**config.mk**
```make
export PLATFORM = sky130hd
export DESIGN_NAME = axa_fetch_flat
export DESIGN_NICKNAME = d
export VERILOG_FILES = /design/src/rtl/axa_fetch_pkg.sv /design/src/rtl/axa_fetch_if.sv /design/src/rtl/axa_fetch_iqueue.sv /design/src/rtl/axa_fetch.sv /design/src/flat_wrapper.sv
export SDC_FILE = /design/constraint.sdc
export NUM_CORES = 1
export LEC_CHECK = 0
export CAP_MARGIN = 10
export CORE_MARGIN = 5
export CORE_UTILIZATION = 40
export CTS_CLUSTER_SIZE = 28
export DETAILED_ROUTE_END_ITERATION = 12
export GPL_TIMING_DRIVEN = 0
export SYNTH_ARGS = -nofsm -noshare
export SYNTH_HDL_FRONTEND = slang
export SYNTH_SLANG_ARGS = --single-unit
```
**constraint.sdc**
```tcl
create_clock -name clk -period 4.56 [get_ports clk]
set_input_delay 0.684 -clock clk [delete_from_list [all_inputs] [get_ports clk]]
set_output_delay 0.684 -clock clk [all_outputs]
set_load 0.01 [all_outputs]
```
**src/rtl/axa_fetch_pkg.sv**
```systemverilog
// Shared AXA definitions used by the fetch stage.
// Contents: word/instruction widths, opcode field slices, the op codes the
// fetch stage must recognise, the NOP word presented when the queue is empty,
// the fetch FSM state type, the queue entry layout and opcode classifiers.
package axa_fetch_pkg;

  localparam int WORD_W = 16;
  localparam int INST_W = 16;

  // Opcode field slices: the 3-bit class field and the 6-bit full opcode.
  localparam int OP_HI  = 15;
  localparam int CLS_LO = 13;
  localparam int OP6_LO = 10;

  localparam logic [2:0] CLS_BRANCH = 3'b101;     // bz / bnz / bn / bnn
  localparam logic [5:0] OP_SYS     = 6'b111000;
  localparam logic [5:0] OP_FAIL    = 6'b110001;
  localparam logic [5:0] OP_NOP     = 6'b111010;

  localparam logic [INST_W-1:0] NOP_WORD = {OP_NOP, 10'b00_0000_0000};

  typedef enum logic [1:0] {
    ST_RUN     = 2'd0,
    ST_BR_WAIT = 2'd1,
    ST_STOP    = 2'd2
  } fetch_state_e;

  // One instruction-queue slot: the word, where it came from, and the last
  // taken-branch address in force when it was fetched.
  typedef struct packed {
    logic [INST_W-1:0] ir;
    logic [WORD_W-1:0] pc;
    logic [WORD_W-1:0] lastpc;
  } iq_entry_t;

  function automatic logic is_branch(input logic [INST_W-1:0] w);
    return w[OP_HI] && (w[OP_HI:CLS_LO] == CLS_BRANCH);
  endfunction

  function automatic logic is_stop(input logic [INST_W-1:0] w);
    return w[OP_HI] && ((w[OP_HI:OP6_LO] == OP_SYS) || (w[OP_HI:OP6_LO] == OP_FAIL));
  endfunction

endpackage

```
**src/rtl/axa_fetch_if.sv**
```systemverilog
// Fetch-to-decode bundle: the instruction stream handed to decode and the
// branch-resolution signals decode sends back.
//   master (fetch side): drives out_valid/out_ir/out_pc/out_lastpc,
//                        receives out_ready and the branch outcome.
//   slave  (decode side): the mirror image.
interface axa_fetch_if;
  import axa_fetch_pkg::*;

  logic              out_valid;
  logic              out_ready;
  logic [INST_W-1:0] out_ir;
  logic [WORD_W-1:0] out_pc;
  logic [WORD_W-1:0] out_lastpc;
  logic              br_taken;
  logic [WORD_W-1:0] br_target;
  logic              br_nottaken;

  modport master (
    output out_valid, out_ir, out_pc, out_lastpc,
    input  out_ready, br_taken, br_target, br_nottaken
  );

  modport slave (
    input  out_valid, out_ir, out_pc, out_lastpc,
    output out_ready, br_taken, br_target, br_nottaken
  );

endinterface

```
**src/rtl/axa_fetch_iqueue.sv**
```systemverilog
// axa_iqueue: parameterised circular FIFO holding fetched instructions.
// Ports:
//   clk, reset   - clock, synchronous active-high reset
//   flush        - drop every entry (pointers and count back to zero)
//   push, din    - enqueue din; ignored when full or flushing
//   pop          - dequeue head; ignored when empty or flushing
//   dout         - head entry (meaningful only while valid)
//   valid, full  - queue non-empty / queue holds DEPTH entries
module axa_iqueue #(
  parameter int DEPTH = 2,
  parameter int WIDTH = 48
) (
  input  logic             clk,
  input  logic             reset,
  input  logic             flush,
  input  logic             push,
  input  logic [WIDTH-1:0] din,
  input  logic             pop,
  output logic [WIDTH-1:0] dout,
  output logic             valid,
  output logic             full
);

  localparam int PW = (DEPTH > 1) ? $clog2(DEPTH) : 1;
  localparam int CW = $clog2(DEPTH + 1);
  localparam logic [PW-1:0] PTR_ONE  = PW'(1);
  localparam logic [CW-1:0] CNT_ONE  = CW'(1);
  localparam logic [CW-1:0] CNT_ZERO = CW'(0);
  localparam logic [CW-1:0] CNT_FULL = CW'(DEPTH);

  logic [WIDTH-1:0] mem_r [DEPTH];
  logic [PW-1:0]    wr_ptr_r;
  logic [PW-1:0]    rd_ptr_r;
  logic [CW-1:0]    count_r;
  logic             push_ok_s;
  logic             pop_ok_s;

  // Qualify requests against occupancy; a flush cancels both.
  always_comb begin
    push_ok_s = push && (count_r != CNT_FULL) && !flush;
    pop_ok_s  = pop  && (count_r != CNT_ZERO) && !flush;
  end

  // Storage array: written only, never reset (reads are gated by valid).
  always_ff @(posedge clk) begin
    if (push_ok_s) begin
      mem_r[wr_ptr_r] <= din;
    end
  end

  // Pointer and occupancy bookkeeping; pointers wrap naturally at DEPTH.
  always_ff @(posedge clk) begin
    if (reset || flush) begin
      wr_ptr_r <= {PW{1'b0}};
      rd_ptr_r <= {PW{1'b0}};
      count_r  <= CNT_ZERO;
    end else begin
      if (push_ok_s) begin
        wr_ptr_r <= wr_ptr_r + PTR_ONE;
      end
      if (pop_ok_s) begin
        rd_ptr_r <= rd_ptr_r + PTR_ONE;
      end
      case ({push_ok_s, pop_ok_s})
        2'b10:   count_r <= count_r + CNT_ONE;
        2'b01:   count_r <= count_r - CNT_ONE;
        default: count_r <= count_r;
      endcase
    end
  end

  assign dout  = mem_r[rd_ptr_r];
  assign valid = (count_r != CNT_ZERO);
  assign full  = (count_r == CNT_FULL);

endmodule

```
**src/rtl/axa_fetch.sv**
```systemverilog
// axa_fetch: instruction fetch stage with a small instruction queue.
// Fetches one word per cycle from a combinational instruction memory while
// running and the queue has room. Fetching a branch stalls fetch until decode
// resolves it; fetching sys/fail stops fetch until reset.
// Ports:
//   clk, reset  - clock, synchronous active-high reset
//   imem_addr   - instruction-memory address (the PC register)
//   imem_data   - word at imem_addr, same cycle
//   dec         - fetch-side bundle: queue head out, branch outcome in
//   stopped     - a stop op has been fetched; fetch idle until reset
module axa_fetch
  import axa_fetch_pkg::*;
#(
  parameter int                QDEPTH   = 2,
  parameter logic [WORD_W-1:0] RESET_PC = 16'h0000
) (
  input  logic              clk,
  input  logic              reset,
  output logic [WORD_W-1:0] imem_addr,
  input  logic [INST_W-1:0] imem_data,
  axa_fetch_if.master       dec,
  output logic              stopped
);

  fetch_state_e      state_r,  state_nx_s;
  logic [WORD_W-1:0] pc_r,     pc_nx_s;
  logic [WORD_W-1:0] lastpc_r, lastpc_nx_s;
  logic [WORD_W-1:0] brpc_r,   brpc_nx_s;   // address of the branch being resolved

  logic      push_s;
  logic      pop_s;
  logic      flush_s;
  logic      q_valid_s;
  logic      q_full_s;
  iq_entry_t q_din_s;
  iq_entry_t q_head_s;

  // State and PC bookkeeping registers.
  always_ff @(posedge clk) begin
    if (reset) begin
      state_r  <= ST_RUN;
      pc_r     <= RESET_PC;
      lastpc_r <= 16'h0000;
      brpc_r   <= 16'h0000;
    end else begin
      state_r  <= state_nx_s;
      pc_r     <= pc_nx_s;
      lastpc_r <= lastpc_nx_s;
      brpc_r   <= brpc_nx_s;
    end
  end

  // Next-state, fetch and redirect decisions.
  always_comb begin
    state_nx_s  = state_r;
    pc_nx_s     = pc_r;
    lastpc_nx_s = lastpc_r;
    brpc_nx_s   = brpc_r;
    push_s      = 1'b0;
    flush_s     = 1'b0;
    case (state_r)
      ST_RUN: begin
        if (!q_full_s) begin
          push_s  = 1'b1;
          pc_nx_s = pc_r + 16'd1;
          if (is_stop(imem_data)) begin
            state_nx_s = ST_STOP;
          end else if (is_branch(imem_data)) begin
            state_nx_s = ST_BR_WAIT;
            brpc_nx_s  = pc_r;
          end else begin
            state_nx_s = ST_RUN;
          end
        end else begin
          state_nx_s = ST_RUN;
        end
      end
      ST_BR_WAIT: begin
        // Decode resolves the branch after taking it from the queue, so
        // anything still queued at a taken redirect is wrong-path.
        if (dec.br_taken) begin
          flush_s     = 1'b1;
          pc_nx_s     = dec.br_target;
          lastpc_nx_s = brpc_r;
          state_nx_s  = ST_RUN;
        end else if (dec.br_nottaken) begin
          state_nx_s = ST_RUN;
        end else begin
          state_nx_s = ST_BR_WAIT;
        end
      end
      ST_STOP: begin
        state_nx_s = ST_STOP;
      end
      default: begin
        state_nx_s = ST_RUN;
      end
    endcase
    // A redirect wins over a same-cycle dequeue.
    pop_s = q_valid_s && dec.out_ready && !flush_s;
  end

  // Pack the fetched word with its provenance for the queue.
  always_comb begin
    q_din_s.ir     = imem_data;
    q_din_s.pc     = pc_r;
    q_din_s.lastpc = lastpc_r;
  end

  axa_iqueue #(
    .DEPTH (QDEPTH),
    .WIDTH ($bits(iq_entry_t))
  ) u_iqueue (
    .clk   (clk),
    .reset (reset),
    .flush (flush_s),
    .push  (push_s),
    .din   (q_din_s),
    .pop   (pop_s),
    .dout  (q_head_s),
    .valid (q_valid_s),
    .full  (q_full_s)
  );

  // Present the queue head, or a NOP with zeroed addresses when empty.
  always_comb begin
    dec.out_valid = q_valid_s;
    if (q_valid_s) begin
      dec.out_ir     = q_head_s.ir;
      dec.out_pc     = q_head_s.pc;
      dec.out_lastpc = q_head_s.lastpc;
    end else begin
      dec.out_ir     = NOP_WORD;
      dec.out_pc     = 16'h0000;
      dec.out_lastpc = 16'h0000;
    end
  end

  assign imem_addr = pc_r;
  assign stopped   = (state_r == ST_STOP);

endmodule

```
**src/flat_wrapper.sv**
```systemverilog
// flat-port wrapper written by rule: the top's interface ports become plain ports
module axa_fetch_flat import axa_fetch_pkg::*;
#(
  parameter int                QDEPTH   = 2,
  parameter logic [WORD_W-1:0] RESET_PC = 16'h0000
)
  (clk, reset, imem_addr, imem_data, stopped, dec_out_valid, dec_out_ir, dec_out_pc, dec_out_lastpc, dec_out_ready, dec_br_taken, dec_br_target, dec_br_nottaken);
  axa_fetch_if dec_i ();
  input  logic clk;
  input  logic reset;
  output logic [WORD_W-1:0] imem_addr;
  input  logic [INST_W-1:0] imem_data;
  output logic stopped;
  output wire logic [$bits(dec_i.out_valid)-1:0] dec_out_valid;
  output wire logic [$bits(dec_i.out_ir)-1:0] dec_out_ir;
  output wire logic [$bits(dec_i.out_pc)-1:0] dec_out_pc;
  output wire logic [$bits(dec_i.out_lastpc)-1:0] dec_out_lastpc;
  input wire logic [$bits(dec_i.out_ready)-1:0] dec_out_ready;
  input wire logic [$bits(dec_i.br_taken)-1:0] dec_br_taken;
  input wire logic [$bits(dec_i.br_target)-1:0] dec_br_target;
  input wire logic [$bits(dec_i.br_nottaken)-1:0] dec_br_nottaken;
  assign dec_out_valid = dec_i.out_valid;
  assign dec_out_ir = dec_i.out_ir;
  assign dec_out_pc = dec_i.out_pc;
  assign dec_out_lastpc = dec_i.out_lastpc;
  assign dec_i.out_ready = dec_out_ready;
  assign dec_i.br_taken = dec_br_taken;
  assign dec_i.br_target = dec_br_target;
  assign dec_i.br_nottaken = dec_br_nottaken;
  axa_fetch #(.QDEPTH(QDEPTH), .RESET_PC(RESET_PC)) u_core (.clk(clk), .reset(reset), .imem_addr(imem_addr), .imem_data(imem_data), .dec(dec_i), .stopped(stopped));
endmodule
```
==> run_1/layer_met1.png <==
Supply wires on this layer in grey.
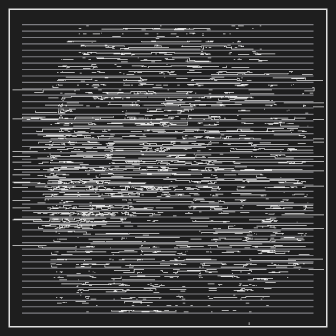
wire length on this layer = 6630 um
share of all routed wire = 46%
longest straight run = 72.7 um
main direction = horizontal
nets with wire on the layer = 618

==> run_1/layer_met2.png <==
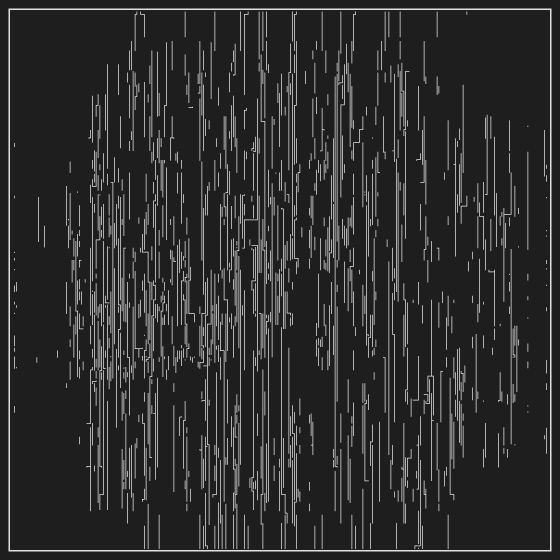
longest straight run = 96.7 um
nets with wire on the layer = 551
main direction = vertical

==> impl_metrics.ini, run 1 <==
; yosys + openroad results
[placed_design]
dp_hpwl_mm = 10.1
place.gp.congestion = 0.846
port_buffers = 102
pre_cts_slack_ns = 1.66

[timing]
skew_ns = 0.0217
maxSlewHeadroom = 0.498
rsz0062_at_grt = false
fin_crit_sh = 0.681
finalWorstSetupSlack_ns = 1.45
period_minus_slack_ns = 3.11
slew_violations = 0
hold_viol_final = 0
whs_ns = 0.454
tightest_slew_ns = 0.751
setup_viol = 0
max_freq_ghz = 0.322

[global_routing]
grt_max_degree = 27
grt_first_pass_wirelength_mm = 22.8
met1_usage = 0.212
antenna_found_initial = 0
grt_pass1_vias = 4245
grt_use_met2 = 0.273
grt.busiest_layer = met2
globalRouteOverflowTotal = 0
grt.total_usage = 0.165

[logic_synthesis]
syn_area_per_cell_sq_um = 12.1
most_common_cell = edfxtp_1
synthArstFlopShare = 0
synth-seq-area-share = 0.647
syn_inst = 507
syn-cell-area_sq_um = 6160
ff_type = edfxtp_1
syn-num-nets = 546
yosys_area_sq_um = 6160
numSynthFlops = 151
top_area_frac = 0.468
area_leaders = edfxtp_1 47%, dfxtp_1 18%, mux2i_1 11%
top_cells_by_count = 96 x edfxtp_1, 69 x nor2_1, 68 x mux2i_1
edf_count = 96
synth_cell_types = 48
top_area_cell = edfxtp_1
ys_warn_count = 0
yosys_cells = 507

[routing]
wl_per_cell_um = 17.4
wl_met1_mm = 6.63
first_pass_iters = 4
met3_length_um = 594
routed.top_layer = met4
drt_iter0_drc = 298
postRouteAntennaNets = 0
drc_errors = 0
met2_length_mm = 7.15
viasPerCell = 5.16

[floorplanning]
die_w_um = 134
fp_util = 0.406
die_h_um = 134
rows = 45
ios = 103
core_sq_um = 15100
chip_area_sq_um = 18000

[power_and_ir_drop]
total_power_mw = 5.05
cellPowerDensity_nw_per_um2 = 625
peakVddDrop_mv = 0.277
p_leak_nw = 2.87

[layout]
nNetsFinal = 669
syn2layout_area_growth_pct = 31.4
n_antenna_cell = 0
lay_top_cells = 102 x clkdlybuf4s50_1, 96 x edfxtp_1, 68 x nor2_1, 68 x mux2i_1, 55 x dfxtp_1
drive_gt1_frac = 0.0902
lay_top_count = clkdlybuf4s50_1
final_util = 0.534

[setup_path]
crit_start = u_core.u_iqueue.count_r[0]
r2r-end = u_core.u_iqueue.count_r[1]
worstSetupPathType = reg2out
path_max_fanout = 10
reg2reg_depth = 8
cp.required_ns = 3.88
r2r_slack_ns = 2.28
regToRegStartpoint = u_core.state_r[0]
setup.worst_path.end_class = primary output
cp-endpoint = dec_out_lastpc[1]
start_kind = flip-flop
arrival_ns = 2.42

[clocking]
insertion_delay_ns = 0.43
cts_resized = 0
cts.sinks = 151
cts_tree = done
cts.clk_slew.worst_paths_ns = 0.06
htreeDepth = 4
cts_made_buffers = 17
post-cts-setup-buffers = 0
cts_buffer_depth = 2
clockRootBuffer = clkbuf_16
postCtsHoldBufs = 0

[min_path]
hp-class = reg2reg
whs_path_depth = 2
worstHoldStart = u_core.brpc_r[15]
hold_end = u_core.lastpc_r[15]

[status]
status = complete, no violations

[run]
warnings = 26
maxCapViolCount = 0
==> run_1/layer_met3.png <==
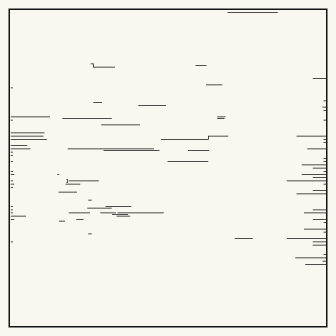
share of all routed wire = 4.1%
longest straight run = 36.3 um
main direction = horizontal
wire length on this layer = 594 um
final WL: 14.5 mm
via count: 4285
grt met3 use: 0.0390

[run 1: power by group]
group	switching, mW	total, mW	internal, mW
Sequential	0.134	2.06	1.92
Clock	0.515	1.50	0.981
Combinational	0.804	1.50	0.695
[run 1: metrics by stage]
| stage | TNS [ns] | instances | instance area [sq um] |
|---|---|---|---|
| 6_report | 0 | 831 | 8090 |
| 5_1_grt | 0 | 831 | 8090 |
| 4_1_cts | 0 | 831 | 8090 |
| 3_5_place_dp | 0 | 799 | 7460 |
| 3_3_place_gp | -10.20 | 797 | 7410 |
| 2_1_floorplan | 0 | 507 | 6160 |
[run 1: final cells by class]
cell class	instances	area, sq um
multi-input combinational	321	2020
clock inverter	10	176
timing repair buffer	104	1060
buffer	31	149
tap	188	235
inverter	4	15.0
fill	1324	7050
sequential	151	3980
clock buffer	22	454
[run 1: flip-flops by register name, indices dropped and copies added (netlist names), named ones only]
register / count
u_core.brpc_r: 16
u_core.imem_addr: 16
u_core.lastpc_r: 16
u_core.state_r: 2
u_core.u_iqueue.count_r: 2
u_core.u_iqueue.mem_r: 96
u_core.u_iqueue.rd_ptr_r: 1
u_core.u_iqueue.wr_ptr_r: 1
[run 1: cell families after synthesis]
family | share of synthesized area
AND-OR/OR-AND | 0.0549
AND/OR/NAND/NOR | 0.146
multiplexers | 0.112
XOR/XNOR | 0.00854
adder cells (fa/ha/maj) | 0.00406
buffers and inverters | 0.0266
flip-flops | 0.647
[run 1: critical path: stages (launching register included)]
cell and delay, ns:
dfxtp_1 0.37, nor2_2 0.44, clkbuf_1 0.54, nor2_1 0.14
clkdlybuf4s50_1 0.51
==> run 2: changes to the inputs <==
Settings changed: PLACE_DENSITY set to 0.65.
Clock period 4.56 ns to 2.75 ns, I/O delays scaled along.
==> run_2/layer_met3.png <==
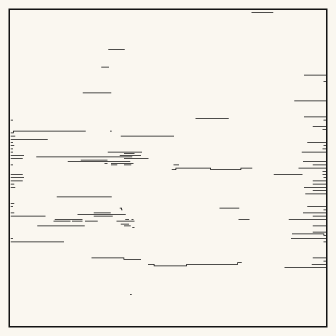
grt met3 use: 0.0495
via count: 4252
final WL: 14.2 mm

==> run_2/clocks.png <==
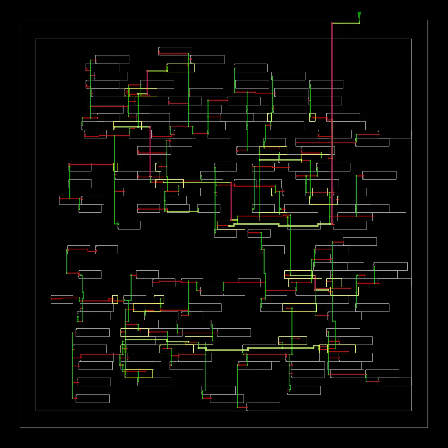
skew final: 0.0130 ns
Late-Pin Clk Latency: 0.42 ns
P_clk: 2.31 mW

==> run_2/layer_met1.png <==
Supply wires on this layer in grey.
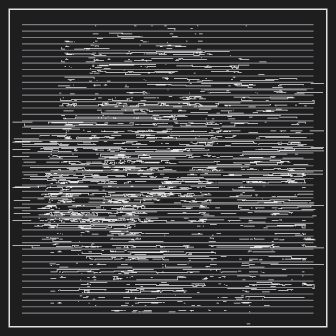
main direction = horizontal
wire length on this layer = 6400 um
nets with wire on the layer = 609
share of all routed wire = 45%
longest straight run = 52.0 um

==> run 2 against run 1 <==
- total power is 64% higher
- wire length is 2.1% lower
- non-clock buffer count is 1 higher
- largest cell class unchanged
- final area is 0.12% higher
- critical endpoint is now dec_out_pc[10]
- clock skew is 0.0087 ns lower
- register-to-register slack worse by 1.9 ns
- first-iteration DRC count is 9.7% higher
- synthesized cell count stayed put
- die size stayed put
- sequential power is 66% higher
- global-route usage is 0.43 points lower
- critical path depth stayed put
==> impl_metrics.ini, run 2 <==
; yosys + openroad results
[setup_path]
cp-endpoint = dec_out_pc[10]
arrival_ns = 2.17
slowest_delay_ns = 0.49
crit_start = u_core.u_iqueue.count_r[0]
r2r_slack_ns = 0.42
slowest_stage = clkdlybuf4s50_1
regToRegStartpoint = u_core.u_iqueue.count_r[0]
worstPathCellList = nor2_2 > clkbuf_2 > nor2_1 > clkdlybuf4s50_1
reg2reg_depth = 6
r2r-end = u_core.u_iqueue.mem_r[0][5]
cp.required_ns = 2.34
path_max_fanout = 10
worstSetupPathType = reg2out
setup.worst_path.end_class = primary output
start_kind = flip-flop

[logic_synthesis]
ff_type = edfxtp_1
yosys_area_sq_um = 6160
synth-seq-area-share = 0.647
syn_area_per_cell_sq_um = 12.1
syn-num-nets = 546
top_cells_by_count = 96 x edfxtp_1, 69 x nor2_1, 68 x mux2i_1
yosys_cells = 507
top_area_frac = 0.468
ys_warn_count = 0
syn-cell-area_sq_um = 6160
syn_inst = 507
edf_count = 96
area_leaders = edfxtp_1 47%, dfxtp_1 18%, mux2i_1 11%
synthArstFlopShare = 0
top_area_cell = edfxtp_1
most_common_cell = edfxtp_1
synth_cell_types = 48
numSynthFlops = 151

[timing]
setup_viol = 0
tns_ns = 0
rsz0062_at_grt = false
maxSlewHeadroom = 0.637
tightest_slew_ns = 0.543
hold_viol_final = 0
max_freq_ghz = 0.388
fin_crit_sh = 0.938
finalWorstSetupSlack_ns = 0.172
period_minus_slack_ns = 2.58
slew_violations = 0
whs_ns = 0.455

[global_routing]
grt_max_degree = 35
antenna_found_initial = 0
globalRouteOverflowTotal = 0
grt.total_usage = 0.160
grt_first_pass_wirelength_mm = 22.3
grt_pass1_vias = 4249

[clocking]
cts_made_buffers = 17
cts_buffer_depth = 2
cts.clk_slew.worst_paths_ns = 0.06
htreeDepth = 4
cts.sinks = 151
postCtsHoldBufs = 0
clockRootBuffer = clkbuf_16
cts_resized = 6
post-cts-setup-buffers = 0
cts_tree = done

[layout]
largest_reg_flops = 96
lay_top_cells = 102 x clkdlybuf4s50_1, 96 x edfxtp_1, 68 x nor2_1, 68 x mux2i_1, 55 x dfxtp_1
drive_gt1_frac = 0.0994
n_antenna_cell = 0
instances_no_fill = 832
lay_top_count = clkdlybuf4s50_1
final_util = 0.535
fill_cells = 1310
fin_area_sq_um = 8100
nNetsFinal = 670
top_register = u_core.u_iqueue.mem_r
syn2layout_area_growth_pct = 31.6

[routing]
viasPerCell = 5.11
drc_errors = 0
first_pass_iters = 5
wl_per_cell_um = 17.1
postRouteAntennaNets = 0
drt_iter0_drc = 327

[status]
status = complete, no violations

[floorplanning]
ios = 103
rows = 45
core_sq_um = 15100
die_h_um = 134
chip_area_sq_um = 18000
die_w_um = 134
fp_util = 0.406

[min_path]
hold_end = u_core.u_iqueue.mem_r[0][14]
worstHoldStart = u_core.lastpc_r[14]
hp-class = reg2reg
whs_path_depth = 0

[placed_design]
dp_hpwl_mm = 10.0
placed_cells = 800
pre_cts_slack_ns = 0.115
place_area_sq_um = 7500
port_buffers = 102
place.gp.congestion = 0.839

[run]
warnings = 26
maxCapViolCount = 0

[power_and_ir_drop]
total_power_mw = 8.29
cellPowerDensity_nw_per_um2 = 1020
peakVddDrop_mv = 0.524
p_leak_nw = 2.87
[run 2: cell counts after synthesis]
Identical to the previous run, type by type.
[run 2: per-layer routing]
metal / part of all wire / routed length (um) / GRT usage
met1: 0.45 / 6400 / 0.201
met2: 0.48 / 6860 / 0.266
met3: 0.056 / 795 / 0.0495
met4: 0.0098 / 139 / 0.0532
met5: 0 / 0 / 0
[run 2: worst max-delay path, delay by kind of cell, from the launching register on]
kind	cells	cell delay, ns
buffers and inverters	2	0.86
DFF	1	0.37
and+or+nand+nor	2	0.52
[run 2: layout make-up]
class / count / area (sq um) / share of cell area
Buffer: 31 / 161 / 0.0199
Clock buffer: 23 / 468 / 0.0578
Clock inverter: 9 / 125 / 0.0154
Inverter: 4 / 15.0 / 0.00185
Multi-Input combinational cell: 321 / 2020 / 0.249
Sequential cell: 151 / 3980 / 0.492
Tap cell: 188 / 235 / 0.0290
Timing Repair Buffer: 105 / 1100 / 0.135
[run 2: cell families (layout without fill, tap and decap cells)]
family	count (synthesis)	count (layout)	synth area share
flops	151	151	0.647
simple gates	188	188	0.146
compound gates	56	56	0.0549
mux	69	69	0.112
buf+inv	35	172	0.0266
xor+xnor	6	6	0.00854
fa+ha+maj	2	2	0.00406
[run 2: power breakdown]
part	switching, mW	internal (mW)
logic	1.34	1.23
registers	0.225	3.19
clock network	0.839	1.47
Power and IR drop assume default switching activity.
